### Layout detail

Region (0, 94) to (50, 144) um. Cells in gray, sequential cells in the stronger gray; small squares are vias.
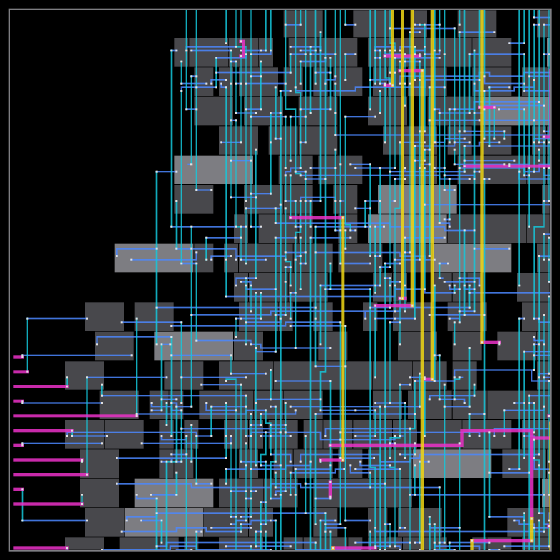
### Logic cells by family

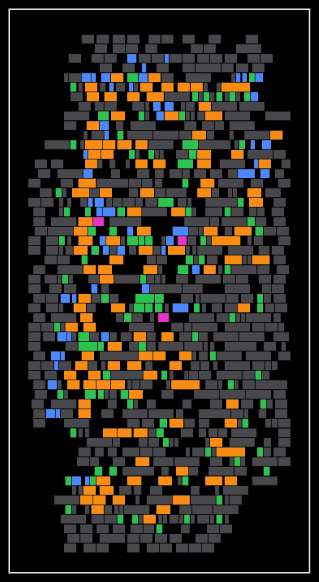
[config.mk]
export PLATFORM = sky130hd
export DESIGN_NAME = alu_p_register_patdet
export DESIGN_NICKNAME = d
export VERILOG_FILES = /design/src/rtl/alu_pkg.sv /design/src/rtl/alu_p_register_patdet_pattern_compare.sv /design/src/rtl/alu_p_register_patdet.sv
export SDC_FILE = /design/constraint.sdc
export NUM_CORES = 1
export LEC_CHECK = 0
export CAP_MARGIN = 20
export CORE_ASPECT_RATIO = 2
export CORE_MARGIN = 5
export CORE_UTILIZATION = 38
export DETAILED_ROUTE_END_ITERATION = 10
export HOLD_SLACK_MARGIN = 0.12
export PLACE_DENSITY_LB_ADDON = 0.2
export SLEW_MARGIN = 40
export SYNTH_ARGS = -nofsm -noshare
export SYNTH_HDL_FRONTEND = slang
export SYNTH_SLANG_ARGS = --single-unit
[constraint.sdc]
create_clock -name clk -period 2.2 [get_ports clk]
set_clock_uncertainty 0.1 [all_clocks]
set_input_delay 0.44 -clock clk [delete_from_list [all_inputs] [get_ports clk]]
set_output_delay 0.44 -clock clk [all_outputs]
set_load 0.05 [all_outputs]
[src/rtl/alu_pkg.sv]
`default_nettype none
// ============================================================================
//  Module   : alu_pkg
//  Purpose  : Shared constants and helpers for the 45-bit four-segment SIMD
//             ALU output stage (segments 17/10/8/10 bits).
//             - USE_SIMD mode encodings
//             - segment boundary LSB positions
//             - AUTORESET_PATDET encodings
//             - per-mode carry-keep masks and a lookup helper
//  Revision : 1.0  initial release
// ============================================================================
package alu_pkg;

    localparam int C_P_WIDTH     = 45;
    localparam int C_CARRY_WIDTH = 8;

    // USE_SIMD encodings
    typedef enum logic [1:0] {
        MODE_27X18   = 2'b00,
        MODE_SUM_9X9 = 2'b01,
        MODE_SUM_4X4 = 2'b10,
        MODE_ILLEGAL = 2'b11
    } simd_mode_e;

    // LSB position of each ALU segment, segment 0 first
    localparam int C_SEG_LSB [4] = '{0, 17, 27, 35};

    // AUTORESET_PATDET encodings
    localparam logic [1:0] C_AR_OFF   = 2'b00;
    localparam logic [1:0] C_AR_MATCH = 2'b01;
    localparam logic [1:0] C_AR_LOSS  = 2'b10;

    // Carry pairs that leave a SIMD lane in each mode; all others are
    // internal to a wider lane and must not reach CARRYOUT.
    localparam logic [7:0] C_KEEP_27X18   = 8'hC0;
    localparam logic [7:0] C_KEEP_SUM_9X9 = 8'hCC;
    localparam logic [7:0] C_KEEP_SUM_4X4 = 8'hFF;

    function automatic logic [7:0] carry_keep(input simd_mode_e mode);
        case (mode)
            MODE_27X18:   return C_KEEP_27X18;
            MODE_SUM_9X9: return C_KEEP_SUM_9X9;
            MODE_SUM_4X4: return C_KEEP_SUM_4X4;
            default:      return 8'h00;
        endcase
    endfunction

endpackage
`default_nettype wire

[src/rtl/alu_p_register_patdet_pattern_compare.sv]
`default_nettype none
// ============================================================================
//  Module   : pattern_compare
//  Purpose  : Combinational masked equality of a value against a pattern and
//             against the pattern's complement. MASK bit = 1 is don't-care.
//  Ports    : i_value   - value under test
//             i_pattern - compare pattern
//             i_mask    - don't-care mask
//             o_detect  - (value & ~mask) == (pattern & ~mask)
//             o_bdetect - (value & ~mask) == (~pattern & ~mask)
//  Revision : 1.0  initial release
// ============================================================================
module pattern_compare #(
    parameter int WIDTH = 45
) (
    input  logic [WIDTH-1:0] i_value,
    input  logic [WIDTH-1:0] i_pattern,
    input  logic [WIDTH-1:0] i_mask,
    output logic             o_detect,
    output logic             o_bdetect
);

    logic [WIDTH-1:0] w_diff;
    logic [WIDTH-1:0] w_bdiff;

    assign w_diff    = (i_value ^  i_pattern) & ~i_mask;
    assign w_bdiff   = (i_value ^ ~i_pattern) & ~i_mask;
    assign o_detect  = (w_diff  == '0);
    assign o_bdetect = (w_bdiff == '0);

endmodule
`default_nettype wire

[src/rtl/alu_p_register_patdet.sv]
`default_nettype none
// ============================================================================
//  Module   : alu_p_register_patdet
//  Purpose  : P-register output stage behind the 45-bit SIMD ALU. Registers
//             the ALU sum and mode-masked carries, detects masked patterns,
//             flags overflow/underflow and optionally auto-resets P.
//  Ports    : clk                  - clock
//             reset                - synchronous active-high reset
//             CEP                  - clock enable for P, CARRYOUT and flags
//             USE_SIMD[1:0]        - 00 27x18, 01 sum_9x9, 10 sum_4x4, 11 illegal
//             S[44:0]              - ALU sum
//             result_SIMD_carry_in - raw carry pairs, segment k at [2k+1:2k]
//             PATTERN[44:0]        - compare pattern
//             MASK[44:0]           - compare mask, 1 = don't-care
//             P[44:0]              - result
//             CARRYOUT[7:0]        - mode-masked carries
//             PATTERNDETECT        - P matches PATTERN under MASK
//             PATTERNBDETECT       - P matches ~PATTERN under MASK
//             OVERFLOW/UNDERFLOW   - match lost after PD / PBD
//  Revision : 1.0  initial release
// ============================================================================
module alu_p_register_patdet
    import alu_pkg::*;
#(
    parameter int          PREG             = 1,
    parameter logic [1:0]  AUTORESET_PATDET = 2'b00,
    parameter logic [44:0] PATTERN_INIT     = 45'd0,
    parameter logic [44:0] MASK_INIT        = 45'd0
) (
    input  logic        clk,
    input  logic        reset,
    input  logic        CEP,
    input  logic [1:0]  USE_SIMD,
    input  logic [44:0] S,
    input  logic [7:0]  result_SIMD_carry_in,
    input  logic [44:0] PATTERN,
    input  logic [44:0] MASK,
    output logic [44:0] P,
    output logic [7:0]  CARRYOUT,
    output logic        PATTERNDETECT,
    output logic        PATTERNBDETECT,
    output logic        OVERFLOW,
    output logic        UNDERFLOW
);

    logic [44:0] r_p;
    logic [7:0]  r_carry;
    logic        r_pd;
    logic        r_pbd;
    logic        r_pd_past;
    logic        r_pbd_past;

    logic [44:0] w_pattern;
    logic [44:0] w_mask;
    logic        w_illegal;
    logic        w_ar_match;
    logic        w_ar_loss;
    logic        w_autoreset;
    logic [7:0]  w_carry_masked;
    logic [44:0] w_p_next;
    logic [7:0]  w_carry_next;
    logic        w_pd_next;
    logic        w_pbd_next;

    // While reset is held the compare falls back to the init values so the
    // combinational bypass path never sees an undefined pattern.
    assign w_pattern = reset ? PATTERN_INIT : PATTERN;
    assign w_mask    = reset ? MASK_INIT    : MASK;

    assign w_illegal      = (simd_mode_e'(USE_SIMD) == MODE_ILLEGAL);
    assign w_carry_masked = result_SIMD_carry_in & carry_keep(simd_mode_e'(USE_SIMD));

    // Auto-reset only exists when there is a P register to clear.
    assign w_ar_match  = (AUTORESET_PATDET == C_AR_MATCH) && r_pd;
    assign w_ar_loss   = (AUTORESET_PATDET == C_AR_LOSS) && r_pd_past && !r_pd;
    assign w_autoreset = (PREG != 0) && CEP && (w_ar_match || w_ar_loss);

    always_comb begin
        w_p_next     = S;
        w_carry_next = w_carry_masked;
        if (w_autoreset) begin
            w_p_next = '0;
            if (w_ar_match) begin
                w_carry_next = '0;
            end
        end else if (w_illegal) begin
            w_p_next = r_p;
        end
    end

    pattern_compare #(
        .WIDTH (C_P_WIDTH)
    ) u_pattern_compare (
        .i_value   (w_p_next),
        .i_pattern (w_pattern),
        .i_mask    (w_mask),
        .o_detect  (w_pd_next),
        .o_bdetect (w_pbd_next)
    );

    // Past-state captures the detect values visible before this edge.
    always_ff @(posedge clk) begin
        if (reset) begin
            r_p        <= '0;
            r_carry    <= '0;
            r_pd       <= 1'b0;
            r_pbd      <= 1'b0;
            r_pd_past  <= 1'b0;
            r_pbd_past <= 1'b0;
        end else if (CEP) begin
            r_p        <= w_p_next;
            r_carry    <= w_carry_next;
            r_pd       <= w_pd_next;
            r_pbd      <= w_pbd_next;
            r_pd_past  <= PATTERNDETECT;
            r_pbd_past <= PATTERNBDETECT;
        end
    end

    generate
        if (PREG != 0) begin : g_preg
            assign P              = r_p;
            assign CARRYOUT       = r_carry;
            assign PATTERNDETECT  = r_pd;
            assign PATTERNBDETECT = r_pbd;
        end else begin : g_bypass
            assign P              = w_p_next;
            assign CARRYOUT       = w_carry_next;
            assign PATTERNDETECT  = w_pd_next;
            assign PATTERNBDETECT = w_pbd_next;
        end
    endgenerate

    assign OVERFLOW  = r_pd_past  & ~PATTERNDETECT & ~PATTERNBDETECT;
    assign UNDERFLOW = r_pbd_past & ~PATTERNDETECT & ~PATTERNBDETECT;

endmodule
`default_nettype wire

==> results.tsv <==
metric	value	unit
max_freq	0.4595	GHz
yosysWarnings	0	
cp-endpoint	PATTERNBDETECT	
die_w	84.61	um
grt_max_degree	27	
clock_latency	0.33	ns
topCellsByArea	dfxtp_1, mux2i_1, mux2_2, nand2_1, a21oi_1	
hold_buffers	0	
chip_area	13470	um2
routed_wl	17100	um
pg_comb	1.35	mW
ir_drop	0.0004148	V
pg_clk	1.42	mW
met2_length	9169	um
clkTransAtPathRegs	0.05	ns
path_class	reg -> out	
hold_depth	2	
critical_path_depth	1	
power.internal	2.705	mW
period_used_share	98.92	%
final_nets	900	
grt_use_met2	44.65	%
synth.avg_cell_area	8.167	um2
grt_overflow	0	
wl_met1	5797	um
hpwl	13880	um
status	finished, final reports clean	
rows	54	
path_buffers	1	
dr.max_layer_used	met4	
fp_util	38.65	%
seq-cell-share	15.82	%
drv_slew	0	
met3_length	1134	um
critPathTopFamily	buffers and inverters	
cp-startpoint	PATTERNBDETECT$_SDFFE_PP0P_	
worstMarginPinSlew	0.5314	ns
layout.cells.non_filler	895	
cts_max_level	3	
comb_share	42.60	%
layout.cells.most_common	clkdlybuf4s50_1	
About 'Layout detail':
legend:
  blue:
    layer: M1
  magenta:
    layer: M3
  yellow:
    layer: M4
  cyan:
    layer: M2
cells with their middle in the window: 148
sequential cells in the window: 10
netlist names of flops here include: P (9), PATTERNBDETECT (1)
most frequent: clkdlybuf4s50_1 (29), mux2i_1 (18), nand2_1 (17)

About 'Logic cells by family':
legend:
  orange:
    family: mux cells
    cells: 114
  magenta:
    family: non-inverting ao/oa cells
    cells: 3
  green:
    family: aoi and oai cells
    cells: 94
  blue:
    family: nor cells
    cells: 53

No activity file was given, so power comes from the tool's default toggle rates.
